Figure 1. Floorplan with the power grid.
Scale bar: 20 um. Pins as bars on the die edge. Tap cells in gray.
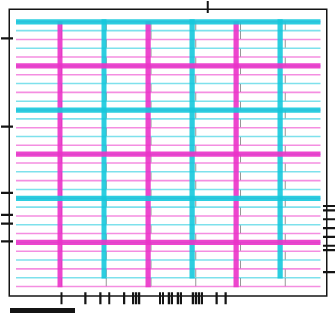
Figure 2. Cells colored by class.
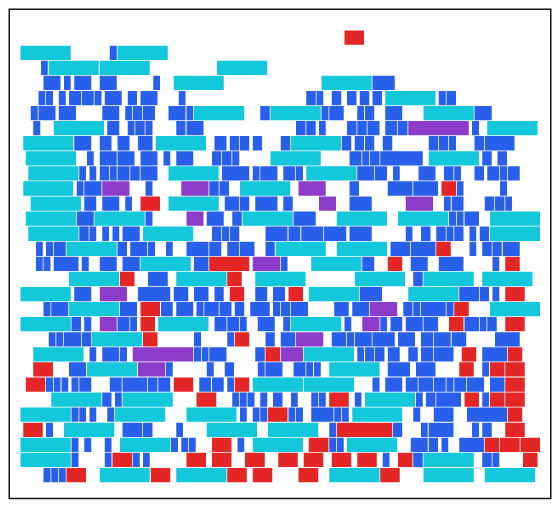
Figure 3. Clock wires, drivers and flops.
Scale bar: 20 um.
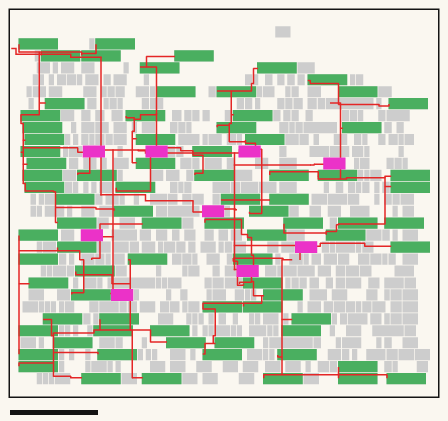
Figure 4. Metal layers overlaid.
Scale bar: 20 um. Only two layers are drawn.
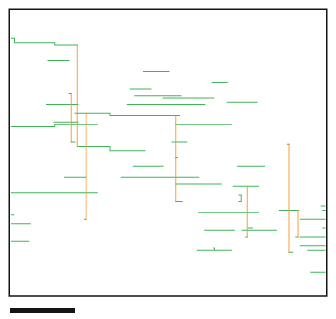
$ cat src/rtl/prog_loader_pkg.sv
// Shared constants for the program loader: FSM state encodings and the default frame marker.
package prog_loader_pkg;

   localparam logic [2:0] ST_IDLE  = 3'd0;
   localparam logic [2:0] ST_LEN_H = 3'd1;
   localparam logic [2:0] ST_LEN_L = 3'd2;
   localparam logic [2:0] ST_DATA  = 3'd3;
   localparam logic [2:0] ST_CSUM  = 3'd4;
   localparam logic [2:0] ST_DONE  = 3'd5;
   localparam logic [2:0] ST_ERR   = 3'd6;

   localparam logic [7:0] SYNC_BYTE_DEF = 8'hA5;

endpackage

$ cat src/rtl/prog_loader.sv
// Framed byte-stream loader: writes a payload into program memory from address 0 and
// holds the CPU halted until a frame with a valid checksum has been written completely.
module prog_loader
   import prog_loader_pkg::*;
#(
   parameter int         addr_width     = 8,
   parameter int         data_width     = 8,
   parameter logic [7:0] SYNC_BYTE      = SYNC_BYTE_DEF,
   parameter int         TIMEOUT_CYCLES = 1000000
) (
   input  logic                  clk,
   input  logic                  rst_n,
   input  logic [7:0]            in_data,
   input  logic                  in_valid,
   output logic                  in_ready,
   output logic [addr_width-1:0] prog_addr,
   output logic [data_width-1:0] prog_din,
   output logic                  prog_we,
   output logic                  cpu_hold,
   output logic                  load_done,
   output logic                  load_err,
   output logic [2:0]            dbg_state
);

   // Handshake: a byte transfers on a rising edge where in_valid and in_ready are both 1;
   // the source must keep in_data stable while in_valid is high and in_ready is low.

   localparam int TW = (TIMEOUT_CYCLES > 1) ? $clog2(TIMEOUT_CYCLES + 1) : 1;
   localparam logic [31:0] MAX_LEN = (32'd1 << addr_width) - 32'd1;

   logic [2:0]            state_q, state_d;
   logic [15:0]           rem_q, rem_d;
   logic [addr_width-1:0] ptr_q, ptr_d;
   logic [7:0]            sum_q, sum_d;
   logic [7:0]            len_hi_q, len_hi_d;
   logic [TW-1:0]         tmo_q, tmo_d;
   logic                  hold_q, hold_d;
   logic [addr_width-1:0] addr_q, addr_d;
   logic [data_width-1:0] din_q, din_d;
   logic                  we_q, we_d;
   logic                  rdy_en_q;

   logic                  accept;
   logic [7:0]            sum_add;
   logic [15:0]           len_w;

   assign in_ready  = rdy_en_q && (state_q != ST_DONE) && (state_q != ST_ERR);
   assign accept    = in_valid && in_ready;
   assign sum_add   = sum_q + in_data;
   assign len_w     = {len_hi_q, in_data};

   assign prog_addr = addr_q;
   assign prog_din  = din_q;
   assign prog_we   = we_q;
   assign cpu_hold  = hold_q;
   assign load_done = (state_q == ST_DONE);
   assign load_err  = (state_q == ST_ERR);
   assign dbg_state = state_q;

   always_comb begin
      state_d  = state_q;
      rem_d    = rem_q;
      ptr_d    = ptr_q;
      sum_d    = sum_q;
      len_hi_d = len_hi_q;
      tmo_d    = '0;
      hold_d   = hold_q;
      addr_d   = addr_q;
      din_d    = din_q;
      we_d     = 1'b0;

      case (state_q)
         ST_IDLE: begin
            if (accept && (in_data == SYNC_BYTE)) begin
               state_d = ST_LEN_H;
               hold_d  = 1'b1;
            end
         end
         ST_LEN_H: begin
            if (accept) begin
               len_hi_d = in_data;
               sum_d    = in_data;
               state_d  = ST_LEN_L;
            end
         end
         ST_LEN_L: begin
            if (accept) begin
               sum_d = sum_add;
               // Oversize frames are rejected here, so ptr can never wrap during DATA.
               if (32'(len_w) > MAX_LEN) begin
                  state_d = ST_ERR;
               end else begin
                  rem_d   = len_w;
                  ptr_d   = '0;
                  state_d = ST_DATA;
               end
            end
         end
         ST_DATA: begin
            if (accept) begin
               we_d   = 1'b1;
               addr_d = ptr_q;
               din_d  = data_width'(in_data);
               ptr_d  = ptr_q + 1'b1;
               sum_d  = sum_add;
               if (rem_q == 16'd0) state_d = ST_CSUM;
               else                rem_d   = rem_q - 16'd1;
            end
         end
         ST_CSUM: begin
            if (accept) state_d = (sum_add == 8'h00) ? ST_DONE : ST_ERR;
         end
         ST_DONE: begin
            hold_d  = 1'b0;
            state_d = ST_IDLE;
         end
         ST_ERR: begin
            state_d = ST_IDLE;
         end
         default: begin
            state_d = ST_IDLE;
         end
      endcase

      // Inter-byte watchdog, active only while a frame is open.
      if (state_q inside {ST_LEN_H, ST_LEN_L, ST_DATA, ST_CSUM} && !accept) begin
         if (tmo_q == TW'(TIMEOUT_CYCLES - 1)) state_d = ST_ERR;
         else                                  tmo_d   = tmo_q + 1'b1;
      end
   end

   always_ff @(posedge clk or negedge rst_n) begin
      if (!rst_n) begin
         state_q  <= ST_IDLE;
         rem_q    <= '0;
         ptr_q    <= '0;
         sum_q    <= '0;
         len_hi_q <= '0;
         tmo_q    <= '0;
         hold_q   <= 1'b0;
         addr_q   <= '0;
         din_q    <= '0;
         we_q     <= 1'b0;
         rdy_en_q <= 1'b0;
      end else begin
         state_q  <= state_d;
         rem_q    <= rem_d;
         ptr_q    <= ptr_d;
         sum_q    <= sum_d;
         len_hi_q <= len_hi_d;
         tmo_q    <= tmo_d;
         hold_q   <= hold_d;
         addr_q   <= addr_d;
         din_q    <= din_d;
         we_q     <= we_d;
         rdy_en_q <= 1'b1;
      end
   end

endmodule

$ cat config.mk
export PLATFORM = sky130hd
export DESIGN_NAME = prog_loader
export DESIGN_NICKNAME = d
export VERILOG_FILES = /design/src/rtl/prog_loader_pkg.sv /design/src/rtl/prog_loader.sv
export SDC_FILE = /design/constraint.sdc
export NUM_CORES = 1
export LEC_CHECK = 0
export CAP_MARGIN = 20
export CORE_ASPECT_RATIO = 0.9
export CORE_MARGIN = 1.5
export CORE_UTILIZATION = 55
export CTS_BUF_LIST = sky130_fd_sc_hd__clkbuf_4 sky130_fd_sc_hd__clkbuf_8
export DETAILED_ROUTE_END_ITERATION = 16
export GPL_ROUTABILITY_DRIVEN = 0
export PLACE_DENSITY = 0.76
export SYNTH_ARGS = -nofsm -noshare
export SYNTH_HDL_FRONTEND = slang
export SYNTH_SLANG_ARGS = --single-unit
$ cat constraint.sdc
create_clock -name clk -period 2.5 [get_ports clk]
set_input_delay 0.25 -clock clk [delete_from_list [all_inputs] [get_ports clk]]
set_output_delay 0.25 -clock clk [all_outputs]
set_load 0.02 [all_outputs]
==> reports/qor.txt <==
aggregate routed wire length = 10130 um
Leakage Power = 2.330 nW
master of the slowest instance on the critical path = sky130_fd_sc_hd__or3b_2
worst setup slack after placement = -0.1148 ns
RSZ-0062 raised after global routing = no
iteration count of the initial detailed-routing pass = 4
beginning of the critical path = rem_q[0]
Met3 Wirelength = 441 um
cells traversed along the worst timing path = inv_1 -> ha_1 -> or3b_2 -> nor4_4 -> and4b_4 -> a21oi_1 -> a21o_1 -> a22o_1
pin count of the biggest net entering global routing = 83
met1 Resource Use GR = 0.3328
insertion delay at the late pin of the worst-skew pair = 0.35 ns
Cells after Synth = 475
met3 track demand over resource = 0.05188
H-tree level count = 3
final max-slew violation count = 0
most area-hungry cell class in the final design = combinational gates
number of placement rows = 30
actual transition at the worst max-transition pin = 0.7425 ns
top flop regs = tmo_q x20, rem_q x16
share of the synthesized netlist area taken by xor and xnor gates = 0.06156
setup fix buffers added after clock tree synthesis = 0
register with the most flip-flops = tmo_q
pre-placement core utilization = 0.5760
Total Die Area = 0.008566 mm2
Final Power = 3.191 mW
Avg Synthesized Cell Area = 9.285 um2
minimum setup slack in the final design = 0.1320 ns
number of top-level design ports = 35
routed wire length on met2 = 4996 um
DP Cell Count = 609
share of the clock period used by the worst path = 0.9472
ys cells = 475
placed wire-length estimate = 6987 um
internal power contribution = 2.238 mW
shortest clock period the worst path allows after layout = 2.368 ns
Crit path depth = 8
number of buffers added on ports = 34
multi-input logic cell count = 360
fraction of area in multi-input gates = 0.4203
portion of synthesized cell area occupied by the leading cell type = 0.4652
Clock transition at path regs = 0.09 ns
Comb power = 584 uW
clock tree from TritonCTS = built
vias in the first global route = 3560
residual DRC count = 0
dominant delay contributor by cell family on the critical path = simple AND/OR/NAND/NOR gates
layout clock buffer count = 9
average vias per placed instance = 5.766
reg2reg path depth = 8
wire length the detailed router placed on met1 = 4525 um
final-layout fill cell count = 607
multiplexer fraction of the synthesized cell area = 0.03688
warning total across the stage logs = 26
total global routing overflow = 0
final setup vio count = 0
share of power burned in combinational logic = 0.183
highest-count logic cell in the final layout = sky130_fd_sc_hd__dfrtp_1
category of the worst setup path launch point = flip-flop
proportion of total power due to net switching = 0.2987
share of synthesized cell area in full adder, half adder and majority cells = 0.03291
run status = complete, no violations
combinational cell area excluding buffers and inverters = 0.002192 mm2
register area share after synthesis = 0.4652
Mapped Area = 0.004410 mm2
launch instance of the worst register-to-register path = rem_q[0]
Hold Fails Final Rpt = 0
cell area power density = 611.8 mW/mm2
most instantiated logic cells after routing = sky130_fd_sc_hd__dfrtp_1, sky130_fd_sc_hd__nand2_1, sky130_fd_sc_hd__nor2_1, sky130_fd_sc_hd__clkdlybuf4s50_1
Min-Delay Path Class = in2async
area figure in the yosys stat output = 0.004410 mm2
Clk network pwr share = 0.350
syn nets = 497
switching power summed over all nets = 953.0 uW
Pwr top = registers
share of total power in sequential cells = 0.466
top logic cell family in the synthesized netlist = simple AND/OR/NAND/NOR gates
most instantiated library cell after synthesis = sky130_fd_sc_hd__dfrtp_1
count of routing violations after the opening detailed-route iteration = 187
flip-flop count of the largest register after layout = 20
end of the worst register-to-register path = dbg_state[1]
Placed Instance Area = 0.004947 mm2
Commonest cells post-synth = sky130_fd_sc_hd__dfrtp_1, sky130_fd_sc_hd__nand2_1, sky130_fd_sc_hd__nor2_1
endpoint type of the worst setup path = flip-flop
CTS Buffer Depth = 2
arrival time of the worst setup path = 2.62 ns
num sequential = 82
Main synth FF type = sky130_fd_sc_hd__dfrtp_1
global-route wire length before repair = 17190 um
compound-gate portion of the synthesized area = 0.1265
total area of sequential cells = 0.002052 mm2
peak fanout along the critical path = 4
WP data required = 2.75 ns
Worst path max stage delay = 0.49 ns
post-synth tally of flip-flops with integrated enable = 0
area of all placed cells without fillers = 0.005215 mm2
CTS Hold Buffers Added = 0
Power Sequential = 1.49 mW
count of inserted tapcells = 96
max-cap check violation count = 0
antenna violations before repair = 0
post-cts sizing count = 0
final total negative setup slack = 0 ns
final layout net count = 548
share of final layout cell area taken by clock buffers and inverters = 0.04415
growth of design area from synthesis to finish = 18.24%
CTS Root Cell = sky130_fd_sc_hd__clkbuf_8
count of non-CTS inverters in the layout = 12
worst slack on hold paths = 0.3786 ns
Crit Path Category = reg2reg
-- Figure 1 (at the start) --
[cyan] VDD
[magenta] VSS
tap cells: 96
met1 rails: 31
signal pins: 35
met4 straps: 6
core region area: 0.007657 mm2
peak supply drop: 0.4611 mV
horizontal die dimension: 97.40 um
height of the chip: 87.96 um

-- Figure 2 (at the start) --
[purple] clock drivers and dummy loads | cells: 16 | share of their area: 4.5%
[blue] remaining logic cells | cells: 372 | share of their area: 44%
[cyan] sequential cells | cells: 82 | share of their area: 40%
[red] remaining buffers and delay cells | cells: 61 | share of their area: 11%
flop share of the area: 0.3935
post-layout util: 0.6810

-- Figure 3 (at the start) --
[green] flip-flops | count: 82
[magenta] clock-net drivers | count: 9
[red] clock wires | length: 995 um
flops lie: spread over the die
worst-case clock skew: 0.01217 ns
Clock net power: 1.12 mW

-- Figure 4 (at the start) --
[orange] M4 | wire length: 163 um
[green] M3 | wire length: 442 um
GRT Resource Usage Total: 0.2516
routed length per instance: 16.15 um
total number of vias: 3615

No activity file was given, so power comes from the tool's default toggle rates.
